## config.mk

```make
export PLATFORM = sky130hd
export DESIGN_NAME = ehl_timer_cpt_filter
export DESIGN_NICKNAME = d
export VERILOG_FILES = /design/src/rtl/ehl_timer_cpt_filter.sv
export SDC_FILE = /design/constraint.sdc
export NUM_CORES = 1
export LEC_CHECK = 0
export CAP_MARGIN = 5
export CORE_UTILIZATION = 52
export DETAILED_ROUTE_END_ITERATION = 8
export MAX_ROUTING_LAYER = met4
export PLACE_DENSITY = 0.92
export SLEW_MARGIN = 40
export SYNTH_ARGS = -nofsm -noshare
export SYNTH_HDL_FRONTEND = slang
export SYNTH_SLANG_ARGS = --single-unit
```

## constraint.sdc

```tcl
create_clock -name clk -period 2.71 [get_ports clk]
set_input_delay 0.4065 -clock clk [delete_from_list [all_inputs] [get_ports clk]]
set_output_delay 0.4065 -clock clk [all_outputs]
set_load 0.005 [all_outputs]
```

## src/rtl/ehl_timer_cpt_filter.sv

```systemverilog
// ---------------------------------------------------------------------------
// ehl_timer_cpt_filter
//
// Capture-input conditioner placed in front of the timer's cpt_in pins. Each
// raw capture pin goes through a two-flop synchronizer, then a digital glitch
// filter sampled by a shared prescaled strobe, then a registered edge
// detector.
//
// Parameters
//   NCH        number of independent capture channels
//   FLT_WIDTH  width of each filter-length field and per-channel counter
//   PRE_WIDTH  width of the shared sample-prescaler divider
//
// Ports
//   clk         in   block clock, rising edge
//   reset       in   asynchronous, active-high reset
//   pin_in      in   [NCH]            raw asynchronous capture inputs
//   ena         in   [NCH]            per-channel enable
//   flt_len     in   [NCH*FLT_WIDTH]  per-channel filter length (0 = bypass)
//   pre_div     in   [PRE_WIDTH]      sample strobe period minus one
//   glitch_clr  in   [NCH]            per-channel clear for the glitch flag
//   cpt_out     out  [NCH]            filtered level
//   rise        out  [NCH]            one-cycle pulse on filtered 0->1
//   fall        out  [NCH]            one-cycle pulse on filtered 1->0
//   glitch      out  [NCH]            sticky: a rejected pulse was seen
// ---------------------------------------------------------------------------
module ehl_timer_cpt_filter #(
    parameter int NCH       = 2,
    parameter int FLT_WIDTH = 4,
    parameter int PRE_WIDTH = 8
) (
    input  logic                     clk,
    input  logic                     reset,
    input  logic [NCH-1:0]           pin_in,
    input  logic [NCH-1:0]           ena,
    input  logic [NCH*FLT_WIDTH-1:0] flt_len,
    input  logic [PRE_WIDTH-1:0]     pre_div,
    input  logic [NCH-1:0]           glitch_clr,
    output logic [NCH-1:0]           cpt_out,
    output logic [NCH-1:0]           rise,
    output logic [NCH-1:0]           fall,
    output logic [NCH-1:0]           glitch
);

    // Synchronizer stages; sync2_q is the synchronized level s.
    logic [NCH-1:0] sync1_q;
    logic [NCH-1:0] sync2_q;

    // Shared prescaler.
    logic [PRE_WIDTH-1:0] pcnt_q;
    logic [PRE_WIDTH-1:0] pcnt_d;
    logic                 stb;

    // Per-channel filter state and registered outputs.
    logic [NCH-1:0]                lvl_q;
    logic [NCH-1:0]                lvl_d;
    logic [NCH-1:0][FLT_WIDTH-1:0] fcnt_q;
    logic [NCH-1:0][FLT_WIDTH-1:0] fcnt_d;
    logic [NCH-1:0]                glitch_q;
    logic [NCH-1:0]                glitch_d;
    logic [NCH-1:0]                glitch_set;
    logic [NCH-1:0]                rise_q;
    logic [NCH-1:0]                rise_d;
    logic [NCH-1:0]                fall_q;
    logic [NCH-1:0]                fall_d;

    // A >= compare (rather than ==) means lowering pre_div below the running
    // count fires on the next cycle instead of wrapping through 2^PRE_WIDTH.
    assign stb    = (pcnt_q >= pre_div);
    assign pcnt_d = stb ? '0 : pcnt_q + PRE_WIDTH'(1);

    always_comb begin
        lvl_d      = lvl_q;
        fcnt_d     = fcnt_q;
        glitch_set = '0;
        for (int k = 0; k < NCH; k++) begin
            if (!ena[k]) begin
                // Forced clear; the edge detector is gated by ena so no fall.
                lvl_d[k]  = 1'b0;
                fcnt_d[k] = '0;
            end else if (flt_len[k*FLT_WIDTH +: FLT_WIDTH] == '0) begin
                lvl_d[k]  = sync2_q[k];
                fcnt_d[k] = '0;
            end else if (stb) begin
                if (sync2_q[k] == lvl_q[k]) begin
                    // Input fell back before the count completed: a glitch.
                    if (fcnt_q[k] != '0) begin
                        glitch_set[k] = 1'b1;
                    end
                    fcnt_d[k] = '0;
                end else if (({1'b0, fcnt_q[k]} + (FLT_WIDTH+1)'(1)) >=
                             {1'b0, flt_len[k*FLT_WIDTH +: FLT_WIDTH]}) begin
                    // Compared with one extra bit so the counter can never
                    // wrap, even if flt_len is lowered mid-count.
                    lvl_d[k]  = ~lvl_q[k];
                    fcnt_d[k] = '0;
                end else begin
                    fcnt_d[k] = fcnt_q[k] + FLT_WIDTH'(1);
                end
            end
        end
    end

    // Set has priority over a simultaneous clear.
    assign glitch_d = glitch_set | (glitch_q & ~glitch_clr);
    assign rise_d   =  lvl_d & ~lvl_q & ena;
    assign fall_d   = ~lvl_d &  lvl_q & ena;

    always_ff @(posedge clk or posedge reset) begin
        if (reset) begin
            sync1_q  <= '0;
            sync2_q  <= '0;
            pcnt_q   <= '0;
            lvl_q    <= '0;
            fcnt_q   <= '0;
            glitch_q <= '0;
            rise_q   <= '0;
            fall_q   <= '0;
        end else begin
            sync1_q  <= pin_in;
            sync2_q  <= sync1_q;
            pcnt_q   <= pcnt_d;
            lvl_q    <= lvl_d;
            fcnt_q   <= fcnt_d;
            glitch_q <= glitch_d;
            rise_q   <= rise_d;
            fall_q   <= fall_d;
        end
    end

    assign cpt_out = lvl_q;
    assign rise    = rise_q;
    assign fall    = fall_q;
    assign glitch  = glitch_q;

endmodule

```

Fig. 1: run 1, wiring by layer
Scale: 6 px per um. Only two layers are drawn.
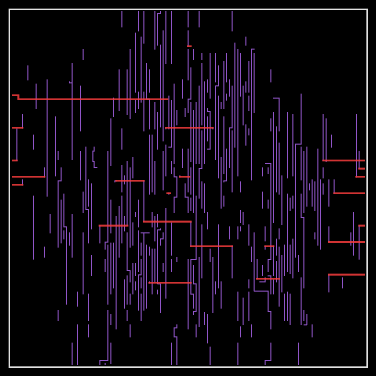
Key: met2 = purple [wire length 1,710 um]; met3 = red [wire length 108 um]
Detailed Route WL: 3250 um
overall via count from detail_route: 1,302

Fig. 2: run 1, gate-type map
Scale: 6 px per um.
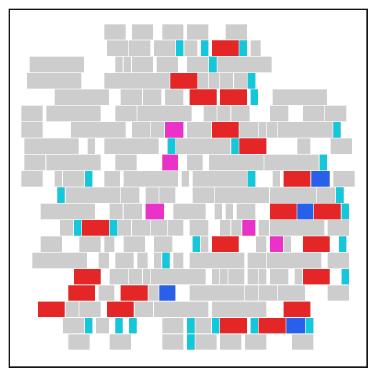
Key: adder and majority cells = red [cells 21]; AND-OR and OR-AND gates = blue [cells 4]; AND and OR gates = magenta [cells 5, where center]; inverters = cyan [cells 29, where all over the die]
leading cell type in the layout, fill and taps excluded: sky130_fd_sc_hd__clkdlybuf4s50_1
share of the final layout cell area in multi-input gates: 42.0%

Fig. 3: run 1, placed standard cells
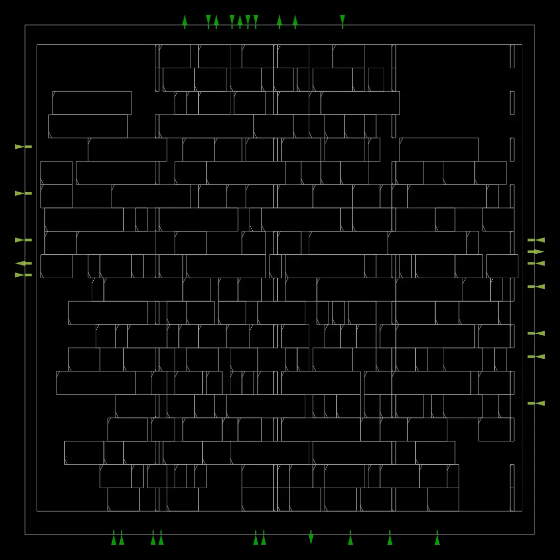
sequential fraction of total cell area: 32.7%
final-layout fill cell count: 232
row count: 20
placeable core region: 0.00308 mm2

==> impl.org, run 1 <==
#+TITLE: Physical design notes

** Global routing
- The number of antenna violations at the first check in global routing is 0.
- Vias in the first global route :: 1,351
- Wire length of the first global-routing pass :: 5580 um
- Total global routing overflow :: 0
- All-Layer GR Usage :: 21.8%
- Pin count of the biggest net entering global routing :: 29

** Layout
- Final core utilization :: 69.6%
- Fraction of final layout cells sized beyond drive strength 1 :: 6.83%
- In this run the layout overhead on the synthesized area is reported as 25.0%.
- Number of nets in the final layout :: 251
- Antenna cells :: 0

** Routing
- The script logs the mean routed wire length per placed instance as 13.1 um.
- The routed design shows a via density per instance of 5.23.
- Number of detailed-route iterations in the first pass :: 4
- The detailed router finished its first iteration with 33 violations.
- After detailed routing, the number of remaining DRC violations is 0.
- Nets still carrying antenna violations after routing amount to 0.

** Pwr
- Switch share :: 31.9%
- The internal portion of the total power is 812 uW.
- Summed over all cells, the static leakage comes to 0.00105 uW.
- Sequential cells account for 45.6% of the total power.
- Clock network power consumption :: 272 uW
- Comb pwr :: 377 uW
- Worst vdd ir :: 362 uV
- Net Switching :: 381 uW
- The largest share of the power goes to sequential cells.
- Looking at the power breakdown, the clock network takes 22.8% of the total.
- Cell area power density :: 557 mW/mm2
- The flow reports that combinational logic draws 31.6% of the design power.
- Sequential cells consume a total of 544 uW.

** Setup path
- Depth of the most critical reg-to-reg path :: 7
- STA classifies the critical path startpoint as a flop.
- The worst-case reg-to-reg setup slack stands at 0.44 ns.
- Data arrival time at the worst-slack endpoint :: 2.55 ns
- Capturing element of the worst setup path :: fcnt_q[2]
- CP Launch Point :: fcnt_q[0]
- The data required time reported for the critical path is 2.98 ns.
- STA classifies the critical path endpoint as a flop.
- Per the timing report, the most critical flop-to-flop path originates at fcnt_q[0].
- Maximum fanout count along the critical path :: 4
- The endpoint identified for the worst register-to-register timing path is fcnt_q[2].
- Type of the setup path with the least slack :: flop to flop

** Floorplanning
- Fp util :: 55.7%
- According to the floorplan report, the total die area is 0.00353 mm2.
- IO Count :: 32
- Vert. Die Dim :: 59.4 um
- Per the OpenROAD floorplan log, the width of the die is 59.4 um.

** Clocking
- Count of cells resized by post-cts repair :: 0
- Clock tree synthesis selected as its root buffer the cell sky130_fd_sc_hd__clkbuf_4.
- Maximum number of buffers from clock root to sink :: 2
- Hold repair after CTS inserted 0 buffers.
- Looking at the clock tree report, the H-tree level count equals 1.
- TritonCTS built the clock tree.
- On the reported timing paths, the clock transition at the registers reads 0.16 ns.
- TritonCTS created 3 clock buffers.
- Worst-Skew Late Latency :: 0.34 ns
- Clk sink count :: 28
- Looking at the post-CTS report, the setup buffer insertion count equals 0.

** Placed design
- Final RePlAce weighted congestion :: 0.894
- At the placement stage, the worst setup path has a slack of 0.172 ns.
- Detailed placement HPWL :: 2620 um
- In this run the tool buffered the top-level ports with 31 buffer cells.

** Yosys
- Synth Cell Area :: 0.00171 mm2
- Per the Yosys statistics, synthesis produced 169 cells.
- Post-synth seq share :: 40.9%
- Unique cell types :: 33
- Floorplan Nets :: 214
- Ranked by total cell area, the synthesized netlist is headed by sky130_fd_sc_hd__dfrtp_1, sky130_fd_sc_hd__ha_1, sky130_fd_sc_hd__inv_1.
- Dominant cell type by area after synthesis :: sky130_fd_sc_hd__dfrtp_1
- The synthesized netlist handed to floorplanning was reported with a cell count of 169.
- Counting flops and latches in the post-synthesis netlist gives 28.
- Yosys printed 0 warnings.
- Fraction of synthesized cell area taken by the top area cell type :: 40.9%
- Summed standard-cell area reported by yosys :: 0.00171 mm2
- Syn Area/Cell :: 10.1 um2

** STA
- Post-route clock period utilization :: 83.8%
- Unrepaired setup endpoints after global routing :: false
- Worst-margin pin slew :: 0.524 ns
- Counting endpoints that fail hold in the final report gives 0.
- Setup total negative slack on the finished layout was measured at 0 ns.
- Per the final report, max-transition violations number 0.
- Per the finish-stage timing summary, setup violations number 0.
- The final timing report gives a worst setup slack of 0.438 ns.
- Min Clock Period, post-route :: 2.27 ns
- Relative slew slack :: 65.1%
- Final setup skew :: 0.0255 ns
- Maximum clock frequency :: 440 MHz

** Hold path
- Min-Delay Startpoint :: sync1_q[0]
- Number of cells on the worst hold path :: 0
- According to the hold report, the worst path is of the flop to flop type.
- Worst hold path endpoint :: sync2_q[0]

** Run
- Maximum capacitance violations :: 0
- Across all stage logs, warnings added up to 28.

** Outcome
- Result of the run :: complete, no violations
==> run 1: critical path: stages (launching register included) <==
cell	delay (ns)
sky130_fd_sc_hd__dfrtp_1	0.44
sky130_fd_sc_hd__inv_1	0.09
sky130_fd_sc_hd__ha_1	0.32
sky130_fd_sc_hd__ha_1	0.29
sky130_fd_sc_hd__a211oi_1	0.23
sky130_fd_sc_hd__o21ai_0	0.23
sky130_fd_sc_hd__or4_1	0.53
sky130_fd_sc_hd__o221ai_2	0.07
==> run 1: placed cells by master (no fill, tap or decap), types with 3 or more instances in the layout <==
cell type	netlist	layout
sky130_fd_sc_hd__clkdlybuf4s50_1	0	31
sky130_fd_sc_hd__inv_1	29	29
sky130_fd_sc_hd__dfrtp_1	28	28
sky130_fd_sc_hd__ha_1	21	21
sky130_fd_sc_hd__nor2_1	9	9
sky130_fd_sc_hd__xor2_1	9	9
sky130_fd_sc_hd__nand2_1	8	8
sky130_fd_sc_hd__nand3_1	8	8
sky130_fd_sc_hd__nand2b_1	6	6
sky130_fd_sc_hd__o21ai_0	6	6
sky130_fd_sc_hd__mux2i_1	5	5
sky130_fd_sc_hd__nor4bb_1	4	4
sky130_fd_sc_hd__a21oi_2	3	3
sky130_fd_sc_hd__o22ai_1	3	3
sky130_fd_sc_hd__xnor2_1	3	3
sky130_fd_sc_hd__clkbuf_4	0	3
==> run 1: cells in the mapped netlist (all sizes together) <==
master    n
a211o     2
nand4b    1
nor2b     1
o22ai     3
inv      29
mux2i     5
and3      2
nand4     1
xor2      9
a21oi     3
nand3     8
buf       1
nand2     8
nor4      2
a31oi     3
xnor2     3
a311oi    2
or2       2
nand2b    6
o21ai     6
a211oi    2
o21a      2
nor2      9
or4       1
ha       21
o31ai     1
dfrtp    28
o211ai    1
nor4bb    4
o221ai    2
nand4bb   1
==> run 1: kinds of logic after synthesis <==
family / after synthesis / share of synthesized area [%]
adder cells (fa/ha/maj): 21 / 15.3
multiplexers: 5 / 2.92
AND/OR/NAND/NOR: 46 / 15.4
AND-OR/OR-AND: 27 / 12.7
flip-flops: 28 / 40.9
buffers and inverters: 30 / 6.64
XOR/XNOR: 12 / 6.13
==> run 1: through the flow <==
step | cells | area [um2] | hold slack [ns] | power [uW]
finish | 249 | 2140 | 0.369 | 1190
global route | 249 | 2140 | 0.383 | 1280
CTS | 249 | 2140 | 0.373 | 1200
detailed placement | 245 | 2090 | 0.338 | 930
global placement | 245 | 2090 | 0.333 | 907
floorplan | 169 | 1710 | 0.331 | 812
==> run 1: metal layers <==
layer / share of wire, % / up-vias / track usage [%] / wire length [um]
met5: 0 / - / - / 0
met4: 1.1 / 0 / 5.44 / 37
met3: 3.3 / 4 / 3.93 / 107
met2: 52 / 30 / 39.6 / 1710
met1: 43 / 611 / 24.4 / 1400
li1: - / 657 / - / -
==> run 1: sequential cells by signal (all words and copies together), names as in the netlist <==
register and count:
cpt_out 2, fall 2, fcnt_q 8, rise 2, sync2_q 2, glitch 2, sync1_q 2, pcnt_q 8
==> run 1: cell type report <==
class	instances	area, um2
Tap cell	44	55.1
Clock buffer	3	22.5
Fill cell	232	936
Clock inverter	1	30.0
Sequential cell	28	701
Timing Repair Buffer	33	325
Inverter	29	109
Multi-Input combinational cell	111	900
==> run 2, diff against run 1 <==
--- a/config.mk
+++ b/config.mk
@@ -6,10 +6,10 @@
 export NUM_CORES = 1
 export LEC_CHECK = 0
 export CAP_MARGIN = 5
-export CORE_UTILIZATION = 52
+export CORE_UTILIZATION = 47
 export DETAILED_ROUTE_END_ITERATION = 8
 export MAX_ROUTING_LAYER = met4
-export PLACE_DENSITY = 0.92
+export PLACE_DENSITY = 0.88
 export SLEW_MARGIN = 40
 export SYNTH_ARGS = -nofsm -noshare
 export SYNTH_HDL_FRONTEND = slang
==> constraint.sdc (replaced) <==
create_clock -name clk -period 2 [get_ports clk]
set_input_delay 0.3 -clock clk [delete_from_list [all_inputs] [get_ports clk]]
set_output_delay 0.3 -clock clk [all_outputs]
set_load 0.005 [all_outputs]
Fig. 4: run 2, wiring by layer
Scale: 6 px per um. Only two layers are drawn.
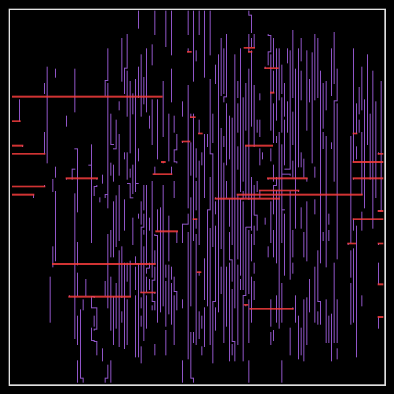
Key: met3 = red [wire length 165 um]; met2 = purple [wire length 2,550 um]

==> run 2 against run 1 <==
- wire length grew 45%
- first-iteration DRC count grew 85%
- global-route usage grew 0.20 points
- sequential power grew 35%
- design area grew 23%
- clock-buffer cell count is the same
- sequential share of layout area shrank 5.9 points
- setup slack lost 0.44 ns
- core utilization grew 7.4 points
- largest power group is now combinational cells
==> impl.org, run 2 <==
#+TITLE: Physical design notes

** Outcome
- Result of the run :: complete, no violations

** STA
- Min Clock Period, post-route :: 2.00 ns
- Between clock sinks in the finished design, the worst skew comes to 0.00860 ns.
- Hold violation count in the final report :: 0
- Total Negative Setup Slacks :: 0 ns
- Measured against its own limit, the worst slew margin works out to 70.3%.
- Unrepaired setup endpoints after global routing :: true
- Pins over their slew limit in the final report were tallied at 0.
- Final worst setup slack :: 0.00184 ns
- Maximum clock frequency :: 500 MHz
- At the pin with the least slew margin, the transition time is 0.442 ns.
- Post-route clock period utilization :: 99.9%
- The last timing report of the flow puts the setup violation total at 0.

** Clocking
- Root Buffer :: sky130_fd_sc_hd__clkbuf_4
- Clk sink count :: 28
- On the worst setup and hold paths after CTS, the clock-pin slew comes to 0.16 ns.
- The clock reaches the later pin of the worst-skew pair after 0.33 ns.
- Number of buffers added by the clock tree synthesis step :: 3
- The clock passes through at most 2 buffers.
- The post-CTS hold buffer count recorded in the log is 0.
- TritonCTS built the clock tree.
- CTS built an H-tree with a depth of 1.

** Setup path
- According to the timing report, the arrival time at the worst endpoint equals 2.20 ns.
- Worst setup EP type :: flop
- The report shows a maximum critical-path fanout of 6.
- OpenSTA lists the critical path startpoint as pre_div[2].
- STA classifies the critical path startpoint as an input pin.
- The launch point of the worst register-to-register path is recorded as fcnt_q[1].
- The setup check on the worst reg-to-reg path leaves a slack of 0.002 ns.
- The setup path with the least slack is of type input pin to flop.
- According to the timing report, the data required time at the worst endpoint equals 2.20 ns.

** Yosys
- The synthesis stat section lists a flop and latch total of 28.
- Unique cell types :: 33
- The cell type that accounts for the most area after synthesis is sky130_fd_sc_hd__dfrtp_1.
- Per the synth stats, the flop cell with the highest instance count is sky130_fd_sc_hd__dfrtp_1.
- By instance count, the leading cell after synthesis is sky130_fd_sc_hd__inv_1.
- Floorplan Nets :: 214
- Async set or reset register ratio after synthesis :: 100%
- Fraction of synthesized cell area taken by the top area cell type :: 40.9%
- EDFF count, synth :: 0
- Warnings, synthesis :: 0
- Yosys reports a chip area of 0.00171 mm2.
- Top cells by area, synth :: sky130_fd_sc_hd__dfrtp_1, sky130_fd_sc_hd__ha_1, sky130_fd_sc_hd__inv_1
- Post-synth seq share :: 40.9%
- Synth Cell Area :: 0.00171 mm2
- Synthesis produced a netlist whose cell count is 169.
- The synth_stat.txt file lists the number of cells as 169.
- By count the netlist is led by sky130_fd_sc_hd__inv_1, sky130_fd_sc_hd__dfrtp_1, sky130_fd_sc_hd__ha_1, sky130_fd_sc_hd__nor2_1, sky130_fd_sc_hd__xor2_1.
- Each instance of the synthesized netlist takes up on average 10.1 um2.

** Floorplanning
- The die covers 0.00389 mm2.
- Measured along the y axis, the die boundary spans 62.4 um.
- IO Count :: 32
- Placeable core region :: 0.00342 mm2
- Fp util :: 50.2%
- Measured along the x axis, the die boundary spans 62.4 um.

** Pwr
- Worst vdd ir :: 500 uV
- The flow reported a cell area power density of 764 mW/mm2.
- The leakage power in the latest report is 0.00121 uW.
- Design Power :: 2010 uW

** Layout
- The top cell type in the final layout, fill and taps aside, is sky130_fd_sc_hd__clkdlybuf4s50_1.
- Most common logic cells in the final layout :: sky130_fd_sc_hd__clkdlybuf4s50_1, sky130_fd_sc_hd__inv_1, sky130_fd_sc_hd__dfrtp_1, sky130_fd_sc_hd__buf_4, sky130_fd_sc_hd__ha_4
- Synth-to-Final Area Change :: 53.4%
- Largest registers :: fcnt_q: 8 flops, pcnt_q: 8 flops
- Non-Filler Instances :: 276
- Fraction of final layout cells sized beyond drive strength 1 :: 32.6%
- The final layout contains 276 nets.
- Antenna cells :: 0

** Placed design
- Final RePlAce weighted congestion :: 0.785
- Detailed placement HPWL :: 2700 um
- Per the placement log, port buffering inserted 31 buffers.
- Including well taps, the total number of placed cells is 264.
- OpenSTA, run right after detailed placement, puts the worst setup slack at -0.401 ns.

** Global routing
- The via count of the first global-routing pass was 1,580.
- Met3 usage in global routing :: 2.19%
- The first global-routing pass estimated 6600 um of wire.
- Global-route track usage on met1 :: 22.1%
- Global routing put the most usage on met2.
- For this run the aggregate overflow at the end of global routing stands at 0.
- The number of antenna violations at the first check in global routing came to 0.
- Global routing used 42.7% of the available met2 tracks.
- Pin count of the biggest net entering global routing :: 29
- Summed over all routing layers, the global router reports a total usage of 22.0%.

** Routing
- Detailed Route WL :: 4700 um
- Via density per instance :: 5.46
- Per the log, the first TritonRoute iteration ended with a DRC count of 61.
- In this run the remaining antenna-violating nets after routing total 0.
- Wire length per cell :: 17.0 um
- Residual DRC :: 0
- The pre-antenna-repair detailed-routing pass consisted of 4 iterations.
- Overall via count from detail_route :: 1,507

** Run
- The tool flagged a number of max-cap violations equal to 0.
- Number of warnings in the stage logs :: 29

** Hold path
- Worst min-delay path class :: input pin to asynchronous set/reset pin
Fig. 5: run 2, placed standard cells
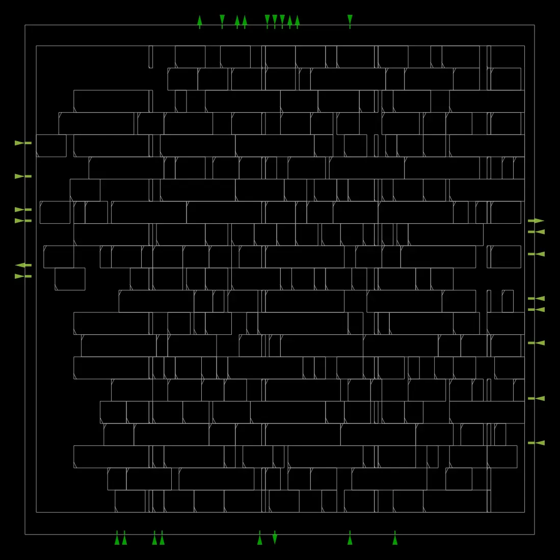
row count: 21
final-layout fill cell count: 208
count of inserted tapcells: 46
final core utilization: 77.0%

-- run 2: stage by stage --
step           hold slack [ns]  cell area [um2]
5_1_grt                  0.340             2630
3_3_place_gp             0.333             2220
4_1_cts                  0.315             2390
3_5_place_dp             0.345             2220
6_report                 0.299             2630
2_1_floorplan            0.331             1710
-- run 2: cell type report --
| cell class | instances | area (um2) |
|---|---|---|
| well taps | 46 | 57.6 |
| inverters | 29 | 109 |
| repair buffers | 58 | 523 |
| flip-flops and latches | 28 | 704 |
| multi-input cells | 111 | 1180 |
| fillers | 208 | 786 |
| clock inverters | 1 | 30.0 |
| clock buffers | 3 | 22.5 |
-- run 2: path summary, 6_finish.rpt --
| path | to | cells after the start |
|---|---|---|
| setup reg to reg | fall[0] | 8 |
| setup / recovery | fcnt_q[6] | 8 |
| min in group clk | sync2_q[0] | 0 |
| max in group asynchronous | pcnt_q[6] | 3 |
| hold / removal | cpt_out[1] | 3 |
| hold reg to reg | sync2_q[0] | 0 |
-- run 2: cells by family (layout without fill, tap and decap cells) --
family	count (synthesis)	count (layout)	synth area share [%]
flops	28	28	40.9
fa+ha+maj	21	21	15.3
simple gates	46	46	15.4
mux	5	5	2.92
xor+xnor	12	12	6.13
buf+inv	30	91	6.64
compound gates	27	27	12.7
-- run 2: repair_timing --
item | in CTS | in global routing
setup buffers | 4 | 4
hold endpoints to repair | 0 | 0
endpoints found under the setup margin | 11 | 14
resized | 19 | 32
pin swaps | 11 | 15
-- run 2: routing by layer --
metal | vias to the layer above | share of wire [%]
met2 | 50 | 54
met3 | 20 | 3.5
met4 | 0 | 4.4
li1 | 704 | -
met5 | - | 0
met1 | 733 | 38
-- run 2: worst max-delay path, stage by stage --
cell and delay [ns]:
sky130_fd_sc_hd__clkdlybuf4s50_1 0.45, sky130_fd_sc_hd__inv_1 0.06, sky130_fd_sc_hd__ha_4 0.23, sky130_fd_sc_hd__a211o_1 0.32
sky130_fd_sc_hd__a31oi_4 0.19, sky130_fd_sc_hd__o31ai_4 0.12, sky130_fd_sc_hd__o211ai_1 0.34, sky130_fd_sc_hd__o221ai_1 0.19
-- run 2: report_power, final --
| group | switching, uW | leakage (uW) | internal [uW] | total, uW |
|---|---|---|---|---|
| sequential | 89.6 | 0.000366 | 646 | 735 |
| clock | 170 | 0.0000279 | 203 | 373 |
| combinational | 433 | 0.000818 | 467 | 900 |
==> run 3, diff against run 2 <==
--- a/config.mk
+++ b/config.mk
@@ -6,10 +6,11 @@
 export NUM_CORES = 1
 export LEC_CHECK = 0
 export CAP_MARGIN = 5
-export CORE_UTILIZATION = 47
+export CORE_UTILIZATION = 49
+export CTS_BUF_LIST = sky130_fd_sc_hd__clkbuf_4 sky130_fd_sc_hd__clkbuf_8
 export DETAILED_ROUTE_END_ITERATION = 8
 export MAX_ROUTING_LAYER = met4
-export PLACE_DENSITY = 0.88
+export PLACE_DENSITY = 0.91
 export SLEW_MARGIN = 40
 export SYNTH_ARGS = -nofsm -noshare
 export SYNTH_HDL_FRONTEND = slang
Fig. 6: run 3, gate-type map
Scale: 6 px per um.
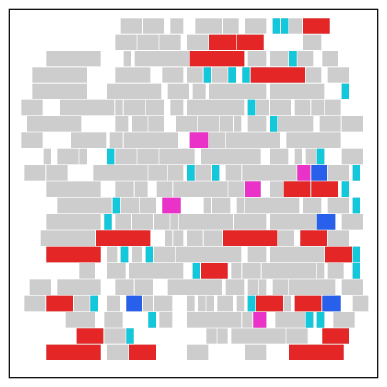
Key: adder and majority cells = red [cells 21, where all over the die]; AND and OR gates = magenta [cells 5]; inverters = cyan [cells 29, where all over the die]; AND-OR and OR-AND gates = blue [cells 4]

==> run 3 against run 2 <==
- the run now ends with negative setup slack left
- synthesized cell count unchanged
- non-clock buffer count down 4
- design area decreased by 5.2%
- setup slack worse by 0.048 ns
- sequential power barely moved
- critical endpoint unchanged
==> impl.org, run 3 <==
#+TITLE: Physical design notes

** Floorplanning
- The die covers 0.00374 mm2.
- Vert. Die Dim :: 61.1 um
- During I/O placement, the number of pins put on the boundary was 32.
- Row count :: 21
- Once the floorplan was initialized, standard cells occupied 51.4% of the core.
- Placeable core region :: 0.00334 mm2

** Placed design
- Count of buffers inserted at the top-level ports :: 31
- Per the gpl log, the routability congestion estimate is 0.843.

** Layout
- Summing all multi-input logic gate instances after layout gives 0.00109 mm2.
- Synth-to-Final Area Change :: 45.5%
- Per the layout report, the design carries 236 filler cells.
- For this run, the script counts the antenna cells in the layout as 0.
- The final layout contains 272 nets.
- Of the cells placed in the final design, the portion with a size suffix greater than 1 is 26.5%.
- Cell area after layout :: 0.00249 mm2
- The top cell type in the final layout, fill and taps aside, is sky130_fd_sc_hd__clkdlybuf4s50_1.

** Yosys
- Fraction of synthesized cell area taken by the top area cell type :: 40.9%
- The synth_stat.txt file lists the number of cells as 169.
- Each instance of the synthesized netlist takes up on average 10.1 um2.
- Post-synth seq share :: 40.9%
- Warnings reported by Yosys during synthesis add up to 0.
- Synthesized netlist cell count :: 169
- The number of nets handed over by synthesis was 214.
- The main area contributors are sky130_fd_sc_hd__dfrtp_1, sky130_fd_sc_hd__ha_1, sky130_fd_sc_hd__inv_1.
- Yosys reg bits :: 28
- Unique cell types :: 33
- The synthesis report gives the async set-or-reset register share as 100%.
- Counting flops with a built-in enable in the synthesized netlist gives 0.
- Most numerous cell in the Yosys netlist :: sky130_fd_sc_hd__inv_1
- In the synthesized netlist the dominant register cell turns out to be sky130_fd_sc_hd__dfrtp_1.
- Yosys reports a chip area of 0.00171 mm2.
- Leading post-synthesis cells by instance count :: sky130_fd_sc_hd__inv_1, sky130_fd_sc_hd__dfrtp_1, sky130_fd_sc_hd__ha_1, sky130_fd_sc_hd__nor2_1, sky130_fd_sc_hd__xor2_1
- After synthesis the cells add up to 0.00171 mm2.
- Dominant cell type by area after synthesis :: sky130_fd_sc_hd__dfrtp_1

** Global routing
- The number of antenna violations at the first check in global routing was 0.
- Wire length of the first global-routing pass :: 5780 um
- For this run, the total global-route usage over all layers was measured as 22.0%.
- Vias in the first global route :: 1,316

** Setup path
- Maximum fanout count along the critical path :: 8
- Slowest CP cell :: sky130_fd_sc_hd__dfrtp_1
- CP max stage delay :: 0.45 ns
- Worst path top cell family by delay :: AND-OR/OR-AND gates
- STA classifies the critical path startpoint as a flop.
- Sequence of cells on the critical path :: ha_1, a211o_1, a21oi_2, o31ai_4, o211ai_1, o221ai_1
- The data arrival time reported for the critical path is 2.25 ns.
- The data required time reported for the critical path is 2.20 ns.

** STA
- The final timing report gives a worst setup slack of -0.0459 ns.
- The final timing report counts setup violations totalling 6.
- OpenROAD reports that the post-layout worst path occupies 102% of the period.
- The final timing report lists clock skew as 0.00646 ns.
- The transition time recorded at the tightest slew-check pin is 0.492 ns.
- Maximum clock frequency :: 489 MHz
- The final max-slew violation count recorded for this run is 0.
- Subtracting the final worst setup slack from the clock period gives 2.05 ns.
- Per the final timing report, the hold violations number 0.
- Total Negative Setup Slacks :: -0.130 ns

** Pwr
- Power spread over the standard cell area amounts to 756 mW/mm2.
- Switch share :: 33.0%
- Cell-internal power :: 1260 uW
- In this run the static leakage power is 0.00118 uW.
- Clock network fraction of total power :: 19.7%
- In this run the VDD rail shows a maximum IR drop of 452 uV.
- The power report attributes to the combinational group a share of 41.4%.
- Net Switching :: 623 uW

** Outcome
- The checks that failed: negative setup slack.
- Result of the run :: finished with violations

** Routing
- Detailed routing inserted a total of 1,450 vias.
- Residual DRC :: 0
- Number of detailed-route iterations in the first pass :: 4
- Wire length per cell :: 15.1 um
- Count of nets left with antenna violations after detail routing :: 0
- Detailed Route Iter0 Violations :: 55
- Detailed Route WL :: 4120 um
- Via density per instance :: 5.33

** Hold path
- Worst min-delay path class :: input pin to asynchronous set/reset pin

** Clocking
- Worst-Skew Late Latency :: 0.33 ns
- CTS built an H-tree with a depth of 1.
- Number of buffers added by the clock tree synthesis step :: 3
- Clk sink count :: 28
- TritonCTS built the clock tree.

** Run
- The tool flagged a number of max-cap violations equal to 0.
Fig. 7: run 3, layout detail
Region (16, 16) to (46, 46) um. Cells in gray, sequential cells in the stronger gray; small squares are vias.
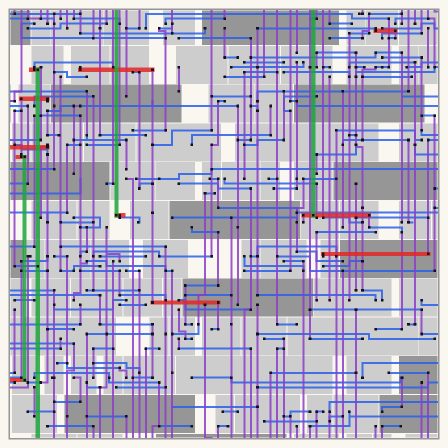
Key: met2 = purple; met4 = green; met1 = blue; met3 = red
Netlist names of flops here include fcnt_q (3), pcnt_q (3). Most frequent: inv_1 (8), dfrtp_1 (8), buf_4 (8). Sequential cells in the window: 9. 77 logic cells have their middle in the window.

==> run 3: cell counts after synthesis <==
Identical to the previous run, type by type.
==> run 3: final cells by class <==
class	instances	area share (%)
clock inverters	1	1.20
well taps	46	2.31
clock buffers	3	0.903
repair buffers	54	19.4
multi-input cells	111	43.7
flip-flops and latches	28	28.2
inverters	29	4.37
==> run 3: layer usage <==
metal / vias up / part of all wire (%) / GRT usage (%)
li1: 697 / - / -
met1: 709 / 42 / 26.9
met2: 36 / 53 / 37.4
met3: 8 / 2.4 / 2.73
met4: 0 / 1.9 / 7.47
met5: - / 0 / -
==> run 3: repair_timing <==
item / 4_1_cts / 5_1_grt
gates resized: 13 / 21
hold endpoints to repair: 0 / 0
hold buffers: 0 / 0
setup buffers: 0 / 5
setup endpoints to repair: 9 / 14
pin swaps: 8 / 16
==> run 3: tightest hold or removal path: cells and delay by family <==
kind / cells / cell delay (ns)
buffers and inverters: 3 / 0.78
==> run 3: worst paths after layout <==
check	from	end	slack, ns	depth (start not counted)
min in group clk	sync1_q[0]	sync2_q[0]	0.38	0
max	pcnt_q[5]	fcnt_q[6]	-0.05	6
min	reset	fcnt_q[3]	0.32	3
max reg2reg	pcnt_q[5]	fcnt_q[6]	-0.05	6
max in group asynchronous	reset	fcnt_q[0]	1.41	3
min reg2reg	sync1_q[0]	sync2_q[0]	0.38	0
==> run 3: metrics by stage <==
step           setup WS, ns  hold WS, ns  total power (uW)  instances
3_5_place_dp         -0.322        0.344              1340        263
6_report            -0.0459        0.315              1890        272
2_1_floorplan        0.0248        0.331              1100        169
4_1_cts            -0.00607        0.317              1730        267
5_1_grt              -0.122        0.352              2010        272
3_3_place_gp         -0.270        0.332              1300        263
==> run 3: kinds of logic after synthesis <==
family	synth area share, %
buffers and inverters	6.64
adders and majority gates	15.3
and+or+nand+nor	15.4
xor gates and xnor gates	6.13
DFF	40.9
muxes	2.92
AOI/OAI and AO/OA	12.7
==> run 3: power groups by stage <==
stage	clock [uW]	sequential (uW)	combinational [uW]
2_1_floorplan	0	724	377
3_3_place_gp	0	724	580
3_5_place_dp	0	728	608
4_1_cts	380	718	636
5_1_grt	403	744	860
6_report	371	734	780

==> notes/layouts.md <==
Pictures saved along the way, in no particular order.

Wiring heat map.
Scale: 4 px per um. The die is cut into 12 by 12 equal tiles; dark purple is low, yellow is high, scaled to the fullest tile. Values are wire area over tile area, all layers added.
shot_01.png
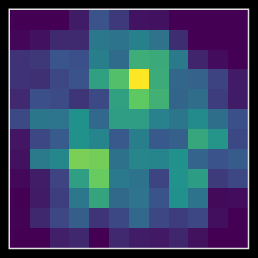
shot_02.png
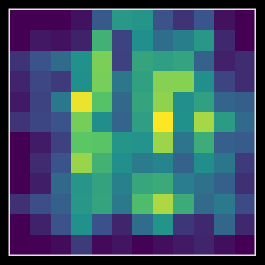
shot_03.png
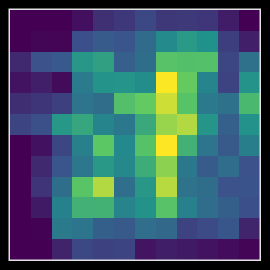
| picture | from |
|---|---|
| shot_01.png | run 1 |
| shot_03.png | run 2 |
| shot_02.png | run 3 |

No activity file was given, so power comes from the tool's default toggle rates.
